[config.mk]
export PLATFORM = sky130hd
export DESIGN_NAME = tile_map_controller
export DESIGN_NICKNAME = d
export VERILOG_FILES = /design/src/rtl/tile_map_controller.sv
export SDC_FILE = /design/constraint.sdc
export NUM_CORES = 1
export LEC_CHECK = 0
export CAP_MARGIN = 20
export CORE_AREA = 2 2 259 261
export CTS_BUF_LIST = sky130_fd_sc_hd__clkbuf_2 sky130_fd_sc_hd__clkbuf_4 sky130_fd_sc_hd__clkbuf_8
export DETAILED_ROUTE_END_ITERATION = 8
export DIE_AREA = 0 0 261 263
export PLACE_DENSITY = 0.54
export SYNTH_ARGS = -nofsm -noshare
export SYNTH_HDL_FRONTEND = slang
export SYNTH_SLANG_ARGS = --single-unit
[constraint.sdc]
create_clock -name clk -period 8.6 [get_ports clk]
set_clock_uncertainty 0.05 [all_clocks]
set_input_delay 1.29 -clock clk [delete_from_list [all_inputs] [get_ports clk]]
set_output_delay 1.29 -clock clk [all_outputs]
set_load 0.005 [all_outputs]
[src/rtl/tile_map_controller.sv]
// tile_map_controller: per-tile type map for the playfield. Registered pixel-to-tile
// lookup for the renderer, vblank-gated game-logic writes, and an init sweep that
// restores the default map while tracking how many GIFT cells are present.
module tile_map_controller #(
    parameter int unsigned TILE_X_BITS = 6,
    parameter int unsigned TILE_Y_BITS = 5,
    parameter int unsigned NUM_COLS    = 10,
    parameter int unsigned NUM_ROWS    = 15,
    parameter int unsigned FLOOR_ROW   = 14
) (
    input  logic        clk,
    input  logic        resetN,
    input  logic [10:0] pixelX,
    input  logic [10:0] pixelY,
    input  logic        vblank,
    input  logic        wr_req,
    input  logic [3:0]  wr_col,
    input  logic [3:0]  wr_row,
    input  logic [1:0]  wr_type,
    input  logic        init_req,
    output logic [1:0]  Tile_type,
    output logic [10:0] offsetX,
    output logic [10:0] offsetY,
    output logic        wr_ack,
    output logic        busy,
    output logic [7:0]  gift_count
);

    localparam int unsigned PIX_W  = 11;
    localparam int unsigned CIDX_W = $clog2(NUM_COLS);
    localparam int unsigned RIDX_W = $clog2(NUM_ROWS);
    localparam int unsigned GIFT_W = 8;

    localparam logic [PIX_W-1:0]  COLS_PIX  = PIX_W'(NUM_COLS);
    localparam logic [PIX_W-1:0]  ROWS_PIX  = PIX_W'(NUM_ROWS);
    localparam logic [3:0]        COLS_WR   = 4'(NUM_COLS);
    localparam logic [3:0]        ROWS_WR   = 4'(NUM_ROWS);
    localparam logic [CIDX_W-1:0] LAST_COL  = CIDX_W'(NUM_COLS - 1);
    localparam logic [RIDX_W-1:0] LAST_ROW  = RIDX_W'(NUM_ROWS - 1);
    localparam logic [RIDX_W-1:0] FLOOR_IDX = RIDX_W'(FLOOR_ROW);
    localparam logic [GIFT_W-1:0] GIFT_MAX  = '1;

    localparam logic [1:0] T_BG    = 2'b00;
    localparam logic [1:0] T_FLOOR = 2'b01;
    localparam logic [1:0] T_GIFT  = 2'b10;
    localparam logic [1:0] T_RSVD  = 2'b11;

    typedef enum logic [1:0] {
        ST_IDLE  = 2'b00,
        ST_WRITE = 2'b01,
        ST_INIT  = 2'b10
    } state_t;

    state_t state_q, state_d;

    logic [1:0]        map_q [NUM_ROWS][NUM_COLS];

    logic [CIDX_W-1:0] init_col_q;
    logic [RIDX_W-1:0] init_row_q;
    logic [3:0]        wr_col_q;
    logic [3:0]        wr_row_q;
    logic [1:0]        wr_type_q;

    logic              map_we;
    logic [RIDX_W-1:0] map_row;
    logic [CIDX_W-1:0] map_col;
    logic [1:0]        map_data;
    logic              sweep_last;
    logic              wr_valid;
    logic [1:0]        old_type;
    logic              gift_inc;
    logic              gift_dec;

    logic [PIX_W-1:0]  pix_col;
    logic [PIX_W-1:0]  pix_row;
    logic              pix_in_range;
    logic [1:0]        pix_type;

    // Default map content for a given row: floor row is FLOOR, everything else BACKGROUND
    function automatic logic [1:0] default_type(input logic [RIDX_W-1:0] r);
        return (r == FLOOR_IDX) ? T_FLOOR : T_BG;
    endfunction

    // Latched write is legal only for an on-map cell and a defined type
    assign wr_valid = (wr_col_q < COLS_WR) && (wr_row_q < ROWS_WR) && (wr_type_q != T_RSVD);

    // Next-state, map write port and gift-count deltas
    always_comb begin
        state_d    = state_q;
        map_we     = 1'b0;
        map_row    = '0;
        map_col    = '0;
        map_data   = T_BG;
        sweep_last = 1'b0;
        old_type   = T_BG;
        gift_inc   = 1'b0;
        gift_dec   = 1'b0;
        case (state_q)
            ST_IDLE: begin
                if (init_req) begin
                    state_d = ST_INIT;
                end else if (wr_req && vblank) begin
                    state_d = ST_WRITE;
                end
            end
            ST_WRITE: begin
                state_d = ST_IDLE;
                if (wr_valid) begin
                    map_we   = 1'b1;
                    map_row  = RIDX_W'(wr_row_q);
                    map_col  = CIDX_W'(wr_col_q);
                    map_data = wr_type_q;
                    old_type = map_q[RIDX_W'(wr_row_q)][CIDX_W'(wr_col_q)];
                    gift_inc = (old_type != T_GIFT) && (wr_type_q == T_GIFT);
                    gift_dec = (old_type == T_GIFT) && (wr_type_q != T_GIFT);
                end
            end
            ST_INIT: begin
                map_we   = 1'b1;
                map_row  = init_row_q;
                map_col  = init_col_q;
                map_data = default_type(init_row_q);
                if ((init_col_q == LAST_COL) && (init_row_q == LAST_ROW)) begin
                    sweep_last = 1'b1;
                    state_d    = ST_IDLE;
                end
            end
            default: state_d = ST_IDLE;
        endcase
    end

    // State register, sweep cursor and captured write request
    always_ff @(posedge clk or negedge resetN) begin
        if (!resetN) begin
            state_q    <= ST_IDLE;
            init_col_q <= '0;
            init_row_q <= '0;
            wr_col_q   <= '0;
            wr_row_q   <= '0;
            wr_type_q  <= T_BG;
        end else begin
            state_q <= state_d;
            if ((state_q == ST_IDLE) && (state_d == ST_WRITE)) begin
                wr_col_q  <= wr_col;
                wr_row_q  <= wr_row;
                wr_type_q <= wr_type;
            end
            if (state_q == ST_INIT) begin
                if (init_col_q == LAST_COL) begin
                    init_col_q <= '0;
                    init_row_q <= sweep_last ? '0 : init_row_q + RIDX_W'(1);
                end else begin
                    init_col_q <= init_col_q + CIDX_W'(1);
                end
            end
        end
    end

    // Tile map storage; reset loads the default pattern directly
    always_ff @(posedge clk or negedge resetN) begin
        if (!resetN) begin
            for (int unsigned r = 0; r < NUM_ROWS; r++) begin
                for (int unsigned c = 0; c < NUM_COLS; c++) begin
                    map_q[RIDX_W'(r)][CIDX_W'(c)] <= default_type(RIDX_W'(r));
                end
            end
        end else if (map_we) begin
            map_q[map_row][map_col] <= map_data;
        end
    end

    // Pixel to tile cell decode; reads the pre-commit map contents
    always_comb begin
        pix_col      = pixelX >> TILE_X_BITS;
        pix_row      = pixelY >> TILE_Y_BITS;
        pix_in_range = (pix_col < COLS_PIX) && (pix_row < ROWS_PIX);
        pix_type     = T_BG;
        if (pix_in_range) begin
            pix_type = map_q[RIDX_W'(pix_row)][CIDX_W'(pix_col)];
        end
    end

    // Renderer outputs, registered together; type blanked while the sweep runs
    always_ff @(posedge clk or negedge resetN) begin
        if (!resetN) begin
            Tile_type <= T_BG;
            offsetX   <= '0;
            offsetY   <= '0;
        end else begin
            Tile_type <= (state_d == ST_INIT) ? T_BG : pix_type;
            offsetX   <= pix_in_range ? PIX_W'(pixelX[TILE_X_BITS-1:0]) : '0;
            offsetY   <= pix_in_range ? PIX_W'(pixelY[TILE_Y_BITS-1:0]) : '0;
        end
    end

    // Handshake/status outputs and saturating gift counter
    always_ff @(posedge clk or negedge resetN) begin
        if (!resetN) begin
            wr_ack     <= 1'b0;
            busy       <= 1'b0;
            gift_count <= '0;
        end else begin
            wr_ack <= (state_d == ST_WRITE);
            busy   <= (state_d == ST_INIT);
            if (sweep_last) begin
                gift_count <= '0;
            end else if (gift_inc && (gift_count != GIFT_MAX)) begin
                gift_count <= gift_count + GIFT_W'(1);
            end else if (gift_dec && (gift_count != '0)) begin
                gift_count <= gift_count - GIFT_W'(1);
            end
        end
    end

endmodule

==> flow_summary.yaml, run 1 <==
# flow metrics
outcome:
  outcome: "finished clean"
sta:
  slew_headroom_pct: 16.7
  finalCriticalPeriod_ns: 5.97
  timing_hold_violations_final: 0
  setup_viol: 0
  worst_pin_slew_ns: 1.25
  rsz0062_at_grt: "false"
  setup_tns_ns: 0
  max_freq_mhz: 168
critical_path:
  cp_top_family: "AND-OR/OR-AND gates"
  critPathRequiredTime_ns: 9.11
  path_cells: "buf_4 > mux2_2 > a221oi_1 > nor3_1 > nor4_2 > nand4_1 > a211oi_4 > nand2b_1 > ha_1 > a21o_1 > a21oi_1 > o21bai_1 > a21oi_1 > o211ai_1 > a2111oi_0 > o2bb2ai_1 > mux2i_1"
  critPathBufInv: 1
  reg2reg_depth: 17
  reg2reg_slack_ns: 2.63
  path_max_fanout: 54
logic_synthesis:
  ff_type: "dfrtp_1"
  ys_seq_share_pct: 44.0
  edf_count: 0
  synth-xor-area-share_pct: 0.314
  syn-instance-count: 1532
  synthesis.area_um2: 19500
  top_area_share_pct: 42.6
  synthAoiAreaFrac_pct: 5.67
  logic_family: "multiplexers"
  common_cells: "333 x dfrtp_1, 331 x mux2_2, 152 x nor2_1"
  ys.flops: 343
  synth_top_cell_by_count: "dfrtp_1"
clock_network:
  path_clk_slew_ns: 0.06
  cts_tree: "done"
  postCtsSetupRepairBufs: 0
  cts_made_buffers: 66
cells_and_area:
  largest_class: "multi-input combinational cells"
  inverters: 19
  nonClkBufAreaFrac_pct: 3.43
  stdcell_count: 2479
  n_fill_cell: 6477
  diodes: 1
  largest-register: "map_q"
  seqCellArea_um2: 8600
  sh_comb_area_pct: 46.1
  final_cell_mix: "331 x dfrtp_1, 331 x mux2_2, 152 x nor2_1"
  nClkBuffers: 106
  largest_reg_flops: 300
job:
  cap_violations: 0
  tool_warnings: 32
routing:
  viasPerCell: 5.44
  drt-total-wl_mm: 60.0
  drtPass1Iterations: 5
  drt-initial-drc-count: 861
  wl_met2_mm: 27.6
  drcViolationCount: 0
  wl_per_cell_um: 24.2
  vias: 13496
global_routing:
  grt_overflow: 0
  grt_max_degree: 102
  met2_usage_pct: 27.0
  antenna_found_initial: 3
  grt_pass1_wl_mm: 90.5
  grtUsageTotal_pct: 17.5
power:
  total_power_mw: 3.52
  p_clk_mw: 1.79
  power_leader: "clock"
  switching_share_pct: 23.1
  switchingPower_mw: 0.811
  powerComb_mw: 0.111
  peakVddDrop_uv: 84.2
  pwr-share-seq_pct: 45.9
die:
  rows: 94
  tap_cells: 864
  core-area_um2: 65600
  fp.dieH_um: 263
place:
  placedCellCount: 2358
  hpwl_mm: 37.3
  placed_area_um2: 20700
worst_hold_path:
  min_to: "map_q[267]"
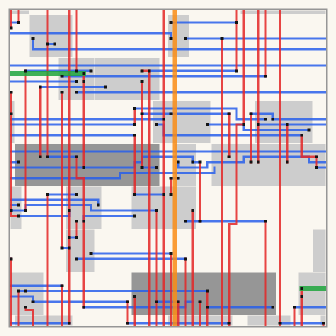
**Above:** run 1 (layout detail).
Window x 186 to 206, y 187 to 207 µm. Cells in gray, sequential cells in the stronger gray; small squares are vias.
layer	color
met1	blue
met3	green
met2	red
met4	orange
netlist names of flops here include	map_q (2)
sequential cells in the window	2
cells with their middle in the window	14

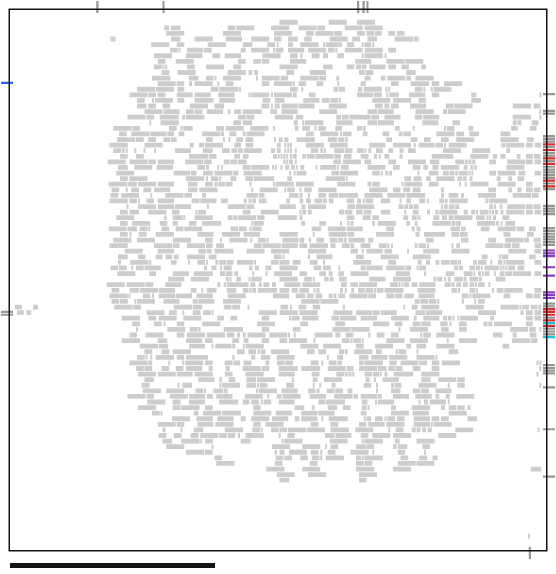
**Above:** run 1 (pin map).
Bar = 100 µm. Pins as bars across the die edge, other pins in gray.
port	color	pins	direction	edge
gift_count	purple	8	output	east
Tile_type	cyan	2	output	east
clk	blue	1	input	west
pixelX	red	11	input	east

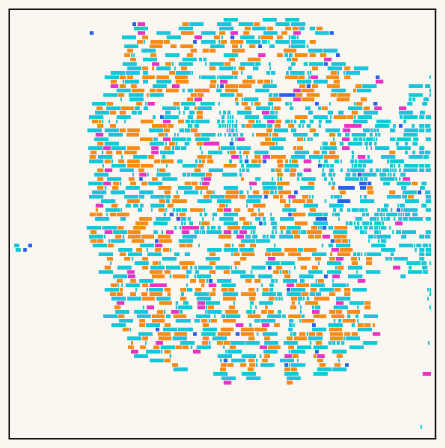
**Above:** run 1 (drive-strength map).
size	color	cells	most used
drive 2	orange	484	mux2_2
drive 3 to 4	blue	53	clkbuf_4
drive 6 and up	magenta	87	clkbuf_8
drive 1 or less	cyan	990	dfrtp_1

**Run 1: placement view**

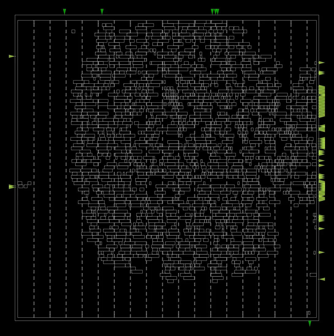

## Run 2: what changed since run 1
- clock period: 8.6 -> 5.8 ns (I/O delays scaled with it)
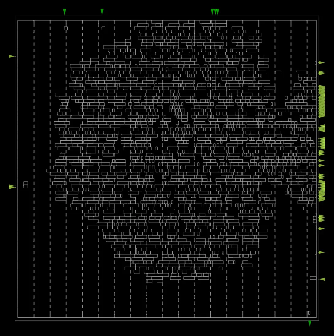
**Above:** run 2 (placement view).
Non-Filler Instances: 2492
cell row count: 94
Seq cells: 343
Core Util, Final: 34.2%

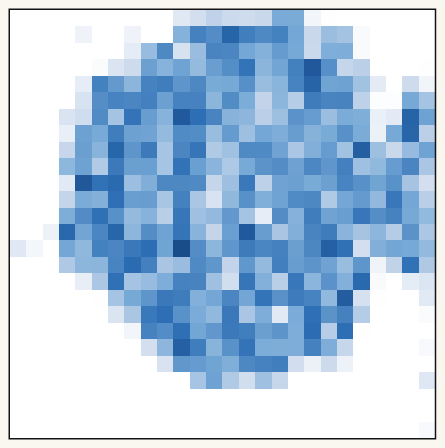
**Above:** run 2 (cell area per tile).
The die is cut into 26 by 26 equal tiles; white is low, dark blue is high, 0 to 100% covered.
fullest tile	89%
mean over tiles	31%
nearly empty tiles	36%
emptiest ninth of the die	south-west
tiles over 75% full	3.3%

==> run 2 against run 1 <==
Compared with the run above:
- critical path type unchanged
- register-to-register slack lost 2.3 ns
- clock power is 44% higher
- worst hold slack got worse by 0.24 ns
- area after synthesis is the same
- sequential power up 48%
- non-clock buffer count is 19 higher
- die area unchanged
==> flow_summary.yaml, run 2 <==
# flow metrics
clock_network:
  cts_tree: "done"
  postCtsSetupRepairBufs: 0
  postCtsHoldBufs: 0
  h-tree-depth: 3
  cts_resized: 0
  path_clk_slew_ns: 0.06
  clk_path_buf_depth: 3
  cts_made_buffers: 66
  cts_root_buf: "clkbuf_8"
  cts.sinks: 343
  clkLatencyLatePin_ns: 0.65
logic_synthesis:
  ys_sh_mux_pct: 36.9
  ys_seq_share_pct: 44.0
  edf_count: 0
  ys.flops: 343
  ys_types: 73
  ys_area_um2: 19500
  syn_area_per_cell_um2: 12.8
  ff_type: "dfrtp_1"
  syn-instance-count: 1532
  logic_family: "multiplexers"
  synth-xor-area-share_pct: 0.314
  top_area_share_pct: 42.6
  synthAoiAreaFrac_pct: 5.67
  ys_sh_adder_pct: 0.807
  synth.area.top_cells: "dfrtp_1 43%, mux2_2 19%, mux4_2 13%"
  synthesis.area_um2: 19500
  common_cells: "333 x dfrtp_1, 331 x mux2_2, 152 x nor2_1"
  yosysTopAreaCell: "dfrtp_1"
  synth-async-reset-ratio_pct: 100
  synth_top_cell_by_count: "dfrtp_1"
  ys_cells: 1532
  simple_gate_share_pct: 8.44
power:
  power_leader: "clock"
  powerComb_mw: 0.170
  p_clk_mw: 2.58
  power_density_nw_per_um2: 229
  switching_share_pct: 23.1
  switchingPower_mw: 1.19
  peakVddDrop_uv: 123
  clkPwrFrac_pct: 50.1
  total_power_mw: 5.14
  pwr-share-seq_pct: 46.6
  seq-power_mw: 2.40
  p_leak_nw: 9.85
  pwr-share-comb_pct: 3.3
critical_path:
  critPathRequiredTime_ns: 6.32
  critPathBufInv: 1
  worstReg2RegEnd: "gift_count[7]"
  crit_slowest_cell: "a2111oi_0"
  path_max_fanout: 21
  crit_arrival_ns: 6.03
  crit_end: "gift_count[7]"
  critPathMaxStageDelay_ns: 0.77
  startpoint: "wr_row_q[0]"
  reg2reg_depth: 17
  cp-start-kind: "flip-flop"
  reg2reg_slack_ns: 0.28
  r2r_start: "wr_row_q[0]"
  cp_num_cells: 17
  path_cells: "and2b_1 > o2bb2ai_1 > a2111oi_0 > o21ai_0 > o2111ai_2 > a211oi_4 > nand2b_1 > ha_1 > a21o_1 > a21oi_1 > o21bai_1 > a21oi_1 > o211ai_1 > a2111oi_0 > buf_4 > o2bb2ai_1 > mux2i_1"
  critPathKind: "flip-flop to flip-flop"
  cp_top_family: "AND-OR/OR-AND gates"
cells_and_area:
  inverters: 19
  logic_area_um2: 10200
  largest-register: "map_q"
  clockNetworkAreaShare_pct: 6.24
  diodes: 0
  finalInstanceArea_um2: 22400
  fin_nets: 1631
  sh_comb_area_pct: 45.7
  nClkBuffers: 104
  n_all_buffers: 98
  largest_class: "multi-input combinational cells"
  comb_cells: 1054
  nonClkBufAreaFrac_pct: 4.58
  reg.largest.list: "map_q x300, gift_count x8, offsetX x6"
  layout-drive-gt1-share_pct: 39.2
  synthToLayoutAreaGrowth_pct: 14.7
  largest_reg_flops: 300
  sh_seq_area_pct: 38.4
  final_cell_mix: "331 x dfrtp_1, 331 x mux2_2, 152 x nor2_1"
  n_fill_cell: 6443
  seqCellArea_um2: 8600
global_routing:
  use_met1_pct: 24.8
  grt_max_degree: 155
  grt_pass1_wl_mm: 91.1
  grtUsageTotal_pct: 17.6
  first_global_vias: 13976
  met2_usage_pct: 26.2
  busiest_layer: "met2"
  grt_overflow: 0
  antenna_found_initial: 1
  use_met3_pct: 3.98
worst_hold_path:
  min_path_type: "input pin to async pin"
routing:
  wl_met3_mm: 4.20
  viasPerCell: 5.44
  wl_met2_mm: 26.8
  drtAntennaViolNets: 0
  drt-met1-wl_mm: 26.9
  vias: 13554
  wl_per_cell_um: 24.1
  drcViolationCount: 0
  top_layer_used: "met4"
  drt-total-wl_mm: 60.0
  drt-initial-drc-count: 1070
  drtPass1Iterations: 6
sta:
  timing_hold_violations_final: 0
  max_freq_mhz: 181
  slew_headroom_pct: 24.4
  worst_pin_slew_ns: 1.13
  finalCritPeriodShare_pct: 95.1
  rsz0062_at_grt: "false"
  setup_tns_ns: 0
  setup_viol: 0
  finalCriticalPeriod_ns: 5.52
  setup_slack_ns: 0.284
  slew_violations: 0
job:
  tool_warnings: 33
  cap_violations: 0
place:
  port_buffers: 59
  placed_area_um2: 21000
  hpwl_mm: 39.6
  placedCellCount: 2375
  post-place-ws_ns: 0.474
die:
  initial_utilization_pct: 29.8
  fp.dieH_um: 263
  core-area_um2: 65600
  die_x_um: 261
  tap_cells: 864
outcome:
  outcome: "finished clean"
**Run 2: drive-strength map**

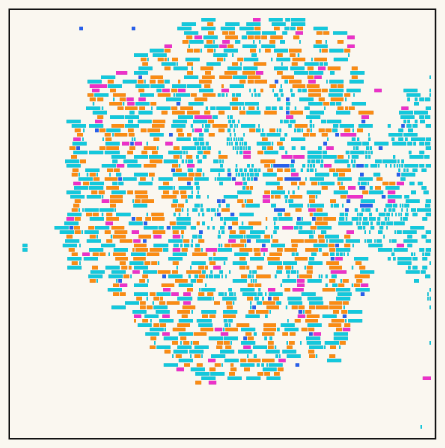

## Run 3: what changed since run 2
- CORE_AREA: 2 2 259 261 -> 2 2 289 234
- DIE_AREA: 0 0 261 263 -> 0 0 291 236
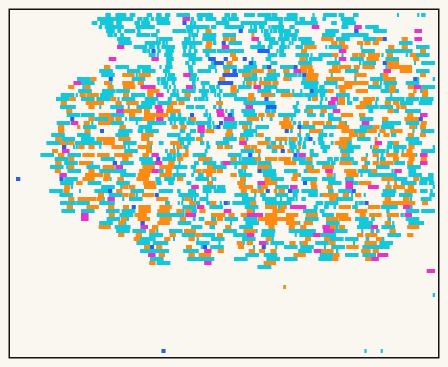
**Above:** run 3 (drive-strength map).
size	color	cells	most used
drive 1 or less	cyan	990	dfrtp_1
drive 2	orange	481	mux2_2
drive 6 and up	magenta	81	clkbuf_8
drive 3 to 4	blue	58	buf_4

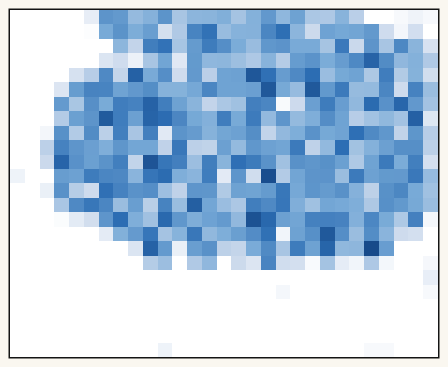
**Above:** run 3 (cell area per tile).
The die is cut into 29 by 24 equal tiles; white is low, dark blue is high, 0 to 100% covered.
nearly empty tiles	37%
emptiest ninth of the die	south-west
tiles over 75% full	3.7%
fullest tile	90%
mean over tiles	31%

==> run 3 against run 2 <==
Compared with the run above:
- final cell count shrank 0.48%
- worst hold slack worse by 0.0099 ns
- sequential share of layout area increased by 0.44 points
- cell area is 1.1% lower
- synthesized cell count unchanged
- via count up 0.62%
- combinational power down 4%
- count of clock-buffer cells in the layout fell by 13
- routed wire length rose by 2.5%
- die area is essentially flat
- clock power shrank 9.3%
- global-route usage rose by 0.17 points
- critical path type unchanged
- largest cell class unchanged
- highest routed layer unchanged
==> flow_summary.yaml, run 3 <==
# flow metrics
outcome:
  outcome: "finished clean"
critical_path:
  critPathKind: "flip-flop to flip-flop"
  crit_arrival_ns: 5.76
  path_max_fanout: 26
  critPathRequiredTime_ns: 6.30
  reg2reg_slack_ns: 0.54
  reg2reg_depth: 18
  critPathBufInv: 3
  cp_num_cells: 18
  crit_end: "gift_count[7]"
  path_cells: "buf_4 > inv_2 > a221o_1 > and3_1 > o211ai_1 > o2111ai_2 > a211oi_4 > nand2b_1 > ha_1 > a21o_1 > a21oi_1 > o21bai_1 > a21oi_1 > o211ai_1 > a2111oi_0 > buf_4 > o2bb2ai_1 > mux2i_1"
  cp-start-kind: "flip-flop"
routing:
  wl_per_cell_um: 24.8
  drtPass1Iterations: 5
  wl_met3_mm: 4.85
  top_layer_used: "met4"
  drt-met1-wl_mm: 29.0
clock_network:
  postCtsSetupRepairBufs: 0
  cts_resized: 0
  cts.sinks: 343
  clk_path_buf_depth: 3
  h-tree-depth: 2
  clkLatencyLatePin_ns: 0.64
  cts_made_buffers: 55
power:
  power_density_nw_per_um2: 221
  seq-power_mw: 2.40
  power_leader: "sequential cells"
  total_power_mw: 4.90
  pwr-share-comb_pct: 3.4
  peakVddDrop_uv: 134
global_routing:
  antenna_found_initial: 4
  use_met1_pct: 26.7
  first_global_vias: 13774
  grt_overflow: 0
  grt_pass1_wl_mm: 92.9
  grt_max_degree: 118
  grtUsageTotal_pct: 17.7
cells_and_area:
  final_cell_mix: "331 x dfrtp_1, 331 x mux2_2, 152 x nor2_1"
  seqCellArea_um2: 8600
  diodes: 0
  utilization_pct: 33.4
  finalInstanceArea_um2: 22200
  clockNetworkAreaShare_pct: 5.50
  stdcell_count: 2480
  largest-register: "map_q"
  largest_reg_flops: 300
  inverters: 19
  logic_area_um2: 10200
  nClkBuffers: 91
  sh_seq_area_pct: 38.8
sta:
  max_freq_mhz: 190
  finalCritPeriodShare_pct: 90.7
  setup_viol: 0
  setup_tns_ns: 0
  setup_slack_ns: 0.541
  worst_pin_slew_ns: 1.14
  slew_headroom_pct: 23.8
place:
  placed_area_um2: 20900
  hpwl_mm: 41.0
logic_synthesis:
  ys_area_um2: 19500
  synthAoiAreaFrac_pct: 5.67
  synth-async-reset-ratio_pct: 100
  ys_seq_share_pct: 44.0
  logic_family: "multiplexers"
  edf_count: 0
  simple_gate_share_pct: 8.44
  ys_sh_mux_pct: 36.9
  syn_area_per_cell_um2: 12.8
  synth_top_cell_by_count: "dfrtp_1"
  synthesis.area_um2: 19500
  ys_types: 73
  ys_cells: 1532
  ys.flops: 343
worst_hold_path:
  min_path_type: "input pin to async pin"
job:
  cap_violations: 0
  tool_warnings: 34
die:
  rows: 85
  initial_utilization_pct: 29.5
  fp.dieH_um: 236
Power figures rest on the tool's default switching activity, not on a simulated workload.
